===== config.mk =====
export PLATFORM = sky130hd
export DESIGN_NAME = transpose_sequencer
export DESIGN_NICKNAME = d
export VERILOG_FILES = /design/src/rtl/transpose_sequencer_pkg.sv /design/src/rtl/transpose_sequencer_xpose_buf.sv /design/src/rtl/transpose_sequencer.sv
export SDC_FILE = /design/constraint.sdc
export NUM_CORES = 1
export LEC_CHECK = 0
export ABC_CLOCK_PERIOD_IN_PS = 5080
export CORE_AREA = 2 2 272 274
export DETAILED_ROUTE_END_ITERATION = 8
export DIE_AREA = 0 0 274 276
export PLACE_DENSITY = 0.76
export SYNTH_ARGS = -nofsm -noshare
export SYNTH_HDL_FRONTEND = slang
export SYNTH_SLANG_ARGS = --single-unit

===== constraint.sdc =====
create_clock -name clk -period 5.08 [get_ports clk]
set_input_delay 1.016 -clock clk [delete_from_list [all_inputs] [get_ports clk]]
set_output_delay 1.016 -clock clk [all_outputs]
set_load 0.01 [all_outputs]

===== src/rtl/transpose_sequencer_pkg.sv =====
// Shared definitions for the transpose sequencer: default sizes, index width,
// state encoding and the dimension legality check.
package transpose_sequencer_pkg;

  localparam int DATA_W_DEF  = 32;
  localparam int MAX_DIM_DEF = 5;
  localparam int CNT_W_DEF   = 10;
  localparam int DIM_W       = 3;
  localparam int IDX_W       = $clog2(MAX_DIM_DEF);

  typedef enum logic [2:0] {
    ST_IDLE  = 3'd0,
    ST_LOAD  = 3'd1,
    ST_XPOSE = 3'd2,
    ST_SEND  = 3'd3,
    ST_DONE  = 3'd4
  } state_t;

  // A dimension is usable when it is non-zero and fits the buffer.
  function automatic logic dim_legal(input logic [DIM_W-1:0] d, input int max_dim);
    return (d != 3'd0) && (int'({29'd0, d}) <= max_dim);
  endfunction

endpackage


===== src/rtl/transpose_sequencer_xpose_buf.sv =====
// Square element store for one job: synchronous write, asynchronous read,
// no reset because contents are always rewritten before being read.
module xpose_buf #(
  parameter int DATA_W  = 32,
  parameter int MAX_DIM = 5,
  parameter int IDX_W   = 3
) (
  input  logic              clk,
  input  logic              wr_en,
  input  logic [IDX_W-1:0]  wr_row,
  input  logic [IDX_W-1:0]  wr_col,
  input  logic [DATA_W-1:0] wr_data,
  input  logic [IDX_W-1:0]  rd_row,
  input  logic [IDX_W-1:0]  rd_col,
  output logic [DATA_W-1:0] rd_data
);

  logic [DATA_W-1:0] mem_r [MAX_DIM][MAX_DIM];

  // Element write on host accept
  always_ff @(posedge clk) begin
    if (wr_en) begin
      mem_r[wr_row][wr_col] <= wr_data;
    end
  end

  assign rd_data = mem_r[rd_row][rd_col];

endmodule


===== src/rtl/transpose_sequencer.sv =====
// Sequences one square-matrix transpose job: row-major load, one turnaround
// cycle, transposed send, completion pulse and saturating cycle count.
module transpose_sequencer
  import transpose_sequencer_pkg::*;
#(
  parameter int DATA_W  = DATA_W_DEF,
  parameter int MAX_DIM = MAX_DIM_DEF,
  parameter int CNT_W   = CNT_W_DEF
) (
  input  logic              clk,
  input  logic              reset,
  input  logic              start,
  input  logic [2:0]        dim,
  input  logic              in_valid,
  input  logic [DATA_W-1:0] in_data,
  output logic              in_ready,
  output logic              out_valid,
  output logic [DATA_W-1:0] out_data,
  input  logic              out_ready,
  output logic              busy,
  output logic              done,
  output logic              cfg_err,
  output logic [CNT_W-1:0]  cycles
);

  state_t              state_r;
  logic [DIM_W-1:0]    dim_r;
  logic [IDX_W-1:0]    row_r;
  logic [IDX_W-1:0]    col_r;
  logic                in_ready_r;
  logic                out_valid_r;
  logic [DATA_W-1:0]   out_data_r;
  logic                busy_r;
  logic                done_r;
  logic                cfg_err_r;
  logic [CNT_W-1:0]    cycles_r;

  logic [DIM_W-1:0]    dim_m1_s;
  logic                last_col_s;
  logic                last_row_s;
  logic                last_elem_s;
  logic [IDX_W-1:0]    next_row_s;
  logic [IDX_W-1:0]    next_col_s;
  logic [IDX_W-1:0]    rd_row_s;
  logic [IDX_W-1:0]    rd_col_s;
  logic [DATA_W-1:0]   rd_data_s;
  logic [CNT_W-1:0]    cycles_inc_s;
  logic                in_fire_s;
  logic                out_fire_s;
  logic                dim_ok_s;

  assign in_fire_s  = in_valid && in_ready_r;
  assign out_fire_s = out_ready && out_valid_r;
  assign dim_ok_s   = dim_legal(dim, MAX_DIM);

  // Index stepping, look-ahead read address and saturating count increment
  always_comb begin
    dim_m1_s    = dim_r - 3'd1;
    last_col_s  = (col_r == dim_m1_s[IDX_W-1:0]);
    last_row_s  = (row_r == dim_m1_s[IDX_W-1:0]);
    last_elem_s = last_col_s && last_row_s;
    if (last_col_s) begin
      next_col_s = '0;
      next_row_s = row_r + IDX_W'(1);
    end else begin
      next_col_s = col_r + IDX_W'(1);
      next_row_s = row_r;
    end
    // Output (i,j) is stored at [j][i]; in SEND fetch the element after the current one
    if (state_r == ST_SEND) begin
      rd_row_s = next_col_s;
      rd_col_s = next_row_s;
    end else begin
      rd_row_s = '0;
      rd_col_s = '0;
    end
    if (cycles_r == {CNT_W{1'b1}}) begin
      cycles_inc_s = cycles_r;
    end else begin
      cycles_inc_s = cycles_r + CNT_W'(1);
    end
  end

  xpose_buf #(
    .DATA_W  (DATA_W),
    .MAX_DIM (MAX_DIM),
    .IDX_W   (IDX_W)
  ) u_buf (
    .clk     (clk),
    .wr_en   (in_fire_s),
    .wr_row  (row_r),
    .wr_col  (col_r),
    .wr_data (in_data),
    .rd_row  (rd_row_s),
    .rd_col  (rd_col_s),
    .rd_data (rd_data_s)
  );

  // Job FSM with registered handshake, status and counter outputs
  always_ff @(posedge clk or negedge reset) begin
    if (!reset) begin
      state_r     <= ST_IDLE;
      dim_r       <= 3'd0;
      row_r       <= '0;
      col_r       <= '0;
      in_ready_r  <= 1'b0;
      out_valid_r <= 1'b0;
      out_data_r  <= '0;
      busy_r      <= 1'b0;
      done_r      <= 1'b0;
      cfg_err_r   <= 1'b0;
      cycles_r    <= '0;
    end else begin
      done_r    <= 1'b0;
      cfg_err_r <= 1'b0;
      case (state_r)
        ST_IDLE: begin
          if (start) begin
            if (dim_ok_s) begin
              dim_r      <= dim;
              cycles_r   <= '0;
              row_r      <= '0;
              col_r      <= '0;
              in_ready_r <= 1'b1;
              busy_r     <= 1'b1;
              state_r    <= ST_LOAD;
            end else begin
              cfg_err_r <= 1'b1;
            end
          end
        end
        ST_LOAD: begin
          cycles_r <= cycles_inc_s;
          if (in_fire_s) begin
            row_r <= next_row_s;
            col_r <= next_col_s;
            if (last_elem_s) begin
              in_ready_r <= 1'b0;
              state_r    <= ST_XPOSE;
            end
          end
        end
        ST_XPOSE: begin
          // Read address is [0][0] here, so the first transposed element is ready
          cycles_r    <= cycles_inc_s;
          row_r       <= '0;
          col_r       <= '0;
          out_valid_r <= 1'b1;
          out_data_r  <= rd_data_s;
          state_r     <= ST_SEND;
        end
        ST_SEND: begin
          cycles_r <= cycles_inc_s;
          if (out_fire_s) begin
            if (last_elem_s) begin
              out_valid_r <= 1'b0;
              out_data_r  <= '0;
              done_r      <= 1'b1;
              state_r     <= ST_DONE;
            end else begin
              row_r      <= next_row_s;
              col_r      <= next_col_s;
              out_data_r <= rd_data_s;
            end
          end
        end
        ST_DONE: begin
          busy_r  <= 1'b0;
          state_r <= ST_IDLE;
        end
        default: begin
          in_ready_r  <= 1'b0;
          out_valid_r <= 1'b0;
          out_data_r  <= '0;
          busy_r      <= 1'b0;
          state_r     <= ST_IDLE;
        end
      endcase
    end
  end

  assign in_ready  = in_ready_r;
  assign out_valid = out_valid_r;
  assign out_data  = out_data_r;
  assign busy      = busy_r;
  assign done      = done_r;
  assign cfg_err   = cfg_err_r;
  assign cycles    = cycles_r;

endmodule


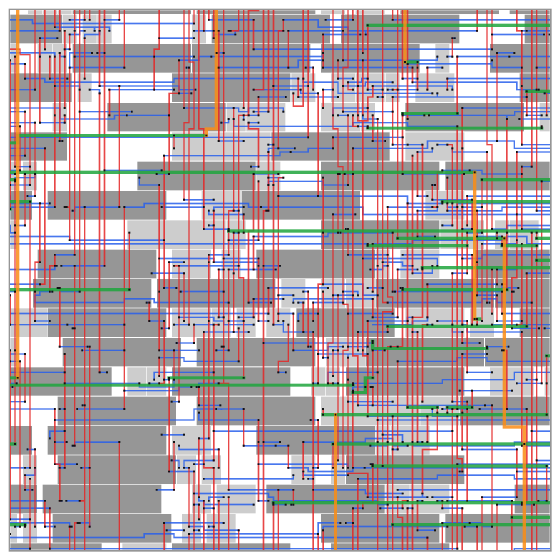
Fig. 1. Zoomed window.
Window x 112 to 162, y 168 to 218 um. Cells in gray, sequential cells in the stronger gray; small squares are vias.
- met1: blue
- met3: green
- met4: orange
- met2: red
- sequential cells in the window: 44
- most frequent: edfxtp_1 (41), nand2_1 (21)
- cells with their middle in the window: 112
- netlist names of flops here include: `u_buf.mem_r` (41), `out_data` (3)

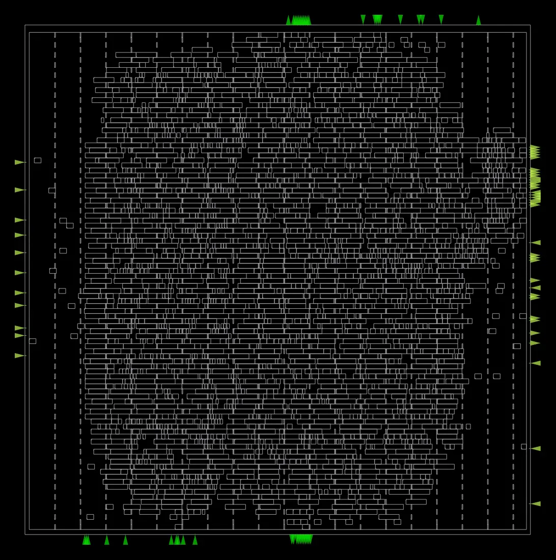
Fig. 2. Placed standard cells.
Tapcell Cnt: 959
number of placement rows: 99
number of fill cells in the layout: 5570
register share of the cell area: 62.9%

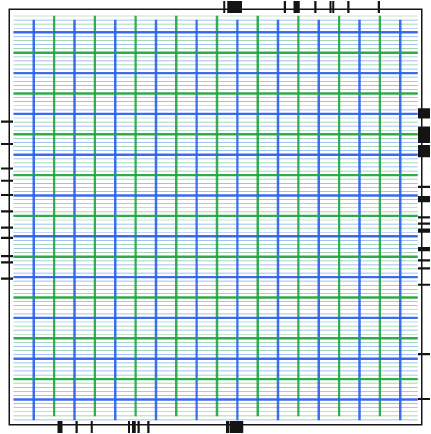
Fig. 3. PDN straps and rails.
Scale: 1.5 px per um. Pins as bars on the die edge.
- VDD: green
- VSS: blue
- met1 rails: 100
- signal pins: 87
- met4 straps: 19
- rows: 99
- met5 straps: 19
horizontal die dimension: 274 um
Floorplan Core Area: 72600 um^2
VDD IR-drop max: 0.267 mV

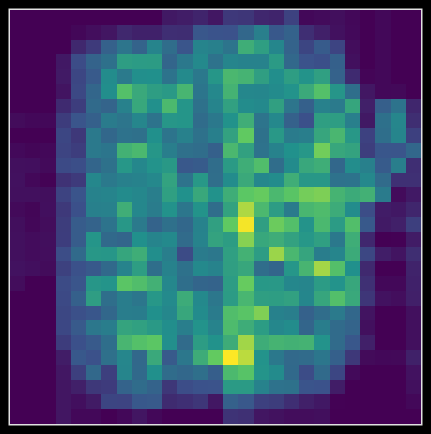
Fig. 4. Wire density map.
Scale: 1.5 px per um. 27 x 28 tiles, from dark purple (low) to yellow (high), scaled to the fullest tile. Values are wire area over tile area, all layers added.
- tiles over half the peak: 24%
- mean over tiles: 0.20
- densest ninth of the die: center
- fullest tile: 0.64
- nearly empty tiles: 15%
Detailed Route WL: 91000 um
number of vias after detailed routing: 22800

==> flow_metrics.env <==
# source this file to load flow results
export IMPL_n_antenna_cell=0
export IMPL_root_buffer="clkbuf_16"
export IMPL_crit_path_end_kind="flip-flop"
export IMPL_warnings=32
export IMPL_avgViaCountPerCell=6.41
export IMPL_final_core_utilization_pct=55.9
export IMPL_drv_cap=0
export IMPL_initialDrtViolationCount=2775
export IMPL_fin_crit_sh_pct=82.4
export IMPL_cts_setup_buffers=0
export IMPL_synth_area_yosys_um2=36000
export IMPL_setup_worst_path_start_class="flip-flop"
export IMPL_criticalPathCategory="flip-flop to flip-flop"
export IMPL_cts_buffer_depth=3
export IMPL_number_of_clock_sinks=859
export IMPL_clock_latency_late_pin_ns=0.64
export IMPL_ys_seq_share_pct=70.8
export IMPL_synth_async_sr_flop_share_pct=6.87
export IMPL_worst_path_max_fanout=32
export IMPL_period_minus_slack_ns=4.18
export IMPL_grt_max_degree=160
export IMPL_fin_total_pwr_uw=13800
export IMPL_initCoreUtil_pct=49.6
export IMPL_ys_top_cells_by_area="edfxtp_1, dfrtp_1, mux2i_1"
export IMPL_grt_first_pass_wirelength_um=137000
export IMPL_cp_endpoint="out_data[17]$_DFFE_PN0P_"
export IMPL_dr_pass1_iters=6
export IMPL_drt_wirelength_per_cell_um=25.5
export IMPL_synth_lib_cells_used_distinct=73
export IMPL_resized_after_cts=0
export IMPL_grt_remaining_overflow=0
export IMPL_tritoncts="yes"
export IMPL_dominantRegCellSynth="edfxtp_1"
export IMPL_drcViolationCount=0
export IMPL_syn_cell_area_um2=36000
export IMPL_synthesis_area_per_instance_um2=14.3
export IMPL_cts_hold_repair_buffers=0
export IMPL_worstPathArrival_ns=4.74
export IMPL_tritoncts_num_buffers=84
export IMPL_cts_clk_slew_worst_paths_ns=0.06
export IMPL_grt_setup_unrepaired="no"
export IMPL_layout_area_comb_um2=9920
export IMPL_regArea_um2=25500
export IMPL_final_hold_viol_count=0
export IMPL_clock_skew_ns=0.0258
export IMPL_groute_usage_overall_pct=23.7
export IMPL_edf_count=800
export IMPL_dp_final_hpwl_um=54300
export IMPL_num_nets_final=2581
export IMPL_io_pins=87
export IMPL_rr_startpoint="dim_r[0]$_DFFE_PN0P_"
export IMPL_cts_htree_levels=3
export IMPL_setup_tns_final_ns=0
export IMPL_rr_worst_depth=8
export IMPL_place_port_buffers=86
export IMPL_antenna_found_initial=2
export IMPL_synth_cells_yosys=2521
export IMPL_chipArea_um2=75600
export IMPL_timing_max_slew_rel_slack_pct=15.2
export IMPL_setup_violations=0
export IMPL_synth_flop_count=859
export IMPL_cp_startpoint="dim_r[0]$_DFFE_PN0P_"
export IMPL_total_leakage_power_uw=0.0124
export IMPL_fin_worst_hold_slack_ns=0.513
export IMPL_vias_in_the_first_global_route=22300
export IMPL_reg2reg_slack_ns=0.90
export IMPL_worst_path_required_ns=5.63
export IMPL_powerDensity_nw_per_um2=341
export IMPL_final_layout_size_suffix_gt1_share_pct=9.45
export IMPL_rr_endpoint="out_data[17]$_DFFE_PN0P_"
export IMPL_yosys_warnings=0
export IMPL_synthesis_instances=2521
export IMPL_areaGrowthSynthToFinish_pct=12.5
export IMPL_outcome="finished, final reports clean"
export IMPL_worst_pin_slew_ns=1.27
export IMPL_hold_path_class="primary input to asynchronous set/reset pin"
export IMPL_max_freq_mhz=239
export IMPL_fp_nets=2565
export IMPL_synthDominantCellAreaShare_pct=66.7
export IMPL_final_max_slew_viol_count=0
export IMPL_post_synth_top_area_cell="edfxtp_1"
export IMPL_antenna_violating_nets_post_route=0
==> power breakdown <==
group / switching (uW) / internal (uW)
clock: 2580 / 3360
sequential: 0 / 7730
combinational: 134 / 28.8
==> flip-flops by register name, summed over array words and instances, names as in the netlist <==
name and flops:
row_r 3, dim_r 3, u_buf.mem_r 800, state_r 3, out_valid 1, cycles 10
out_data 32, in_ready 1, col_r 3, done 1, cfg_err 1, busy 1
==> Yosys cell counts, types with 29 or more instances <==
| master | n |
|---|---|
| a211oi_1 | 64 |
| a21boi_0 | 29 |
| a21oi_1 | 134 |
| a2bb2oi_1 | 64 |
| a311o_1 | 32 |
| a311oi_1 | 33 |
| a31oi_1 | 36 |
| buf_2 | 38 |
| clkbuf_1 | 121 |
| dfrtp_1 | 59 |
| edfxtp_1 | 800 |
| mux2i_1 | 127 |
| nand2_1 | 312 |
| nand3_1 | 40 |
| nor2_1 | 143 |
| nor2b_1 | 33 |
| nor3_1 | 35 |
| o21ai_0 | 59 |
| o221ai_1 | 31 |
| o22ai_1 | 33 |
| o311ai_0 | 29 |
| o32a_1 | 31 |
| o32ai_1 | 31 |
==> stage by stage <==
| step | worst slack [ns] | std cells | instance area (um^2) |
|---|---|---|---|
| global placement | 1.03 | 3410 | 38000 |
| CTS | 1.07 | 3561 | 40500 |
| floorplan | 1.46 | 2521 | 36000 |
| global route | 0.682 | 3561 | 40500 |
| finish | 0.895 | 3561 | 40500 |
| detailed placement | 1.01 | 3410 | 38000 |
==> layout make-up <==
cell class                 count  area share, %
inverter                       9         0.0895
multi-input combinational   1452           24.5
clock inverter                36          0.722
timing repair buffer         131           3.20
clock buffer                 115           5.65
tap                          959           2.96
sequential                   859           62.9
==> layout by cell type, fill, tap and decap left out, drive strengths merged, types with 6 or more instances in the layout <==
cell type	count
o311ai	35
xnor2	6
nand2b	11
edfxtp	800
o22ai	33
dfrtp	59
a221oi	33
a21boi	33
nor2	143
mux2i	128
nand3	41
mux2	38
a311oi	35
inv	13
a211oi	64
nor3	36
and3	6
nor2b	33
o21ai	59
nand2	312
o32ai	31
clkbuf	115
a21oi	134
o221ai	31
buf	46
a31oi	38
o32a	31
a2bb2oi	64
a311o	32
clkdlybuf4s50	85
clkinv	28
==> metal layers <==
layer | GRT usage (%) | wire (um)
met4 | 6.42 | 1770
met3 | 4.62 | 9070
met2 | 37.2 | 43200
met1 | 34.0 | 36900
met5 | 0 | 13
==> worst max-delay path: stages, from the launching register on <==
cell	delay (ns)
dfrtp_1	0.58
inv_1	0.10
ha_1	0.44
xnor2_2	0.34
nor3_4	0.49
nand2_1	0.23
a31oi_4	0.90
o221ai_1	0.67
a31oi_1	0.33
==> logic make-up (layout without fill, tap and decap cells) <==
logic type,after synthesis,after routing,share of synthesized area (%)
AND/OR/NAND/NOR,601,601,7.12
multiplexers,166,166,4.78
XOR/XNOR,13,13,0.524
buffers and inverters,210,291,2.73
flip-flops,859,859,70.8
AND-OR/OR-AND,668,668,14.0
adder cells (fa/ha/maj),4,4,0.139
Power is estimated from default activity; no workload was simulated.
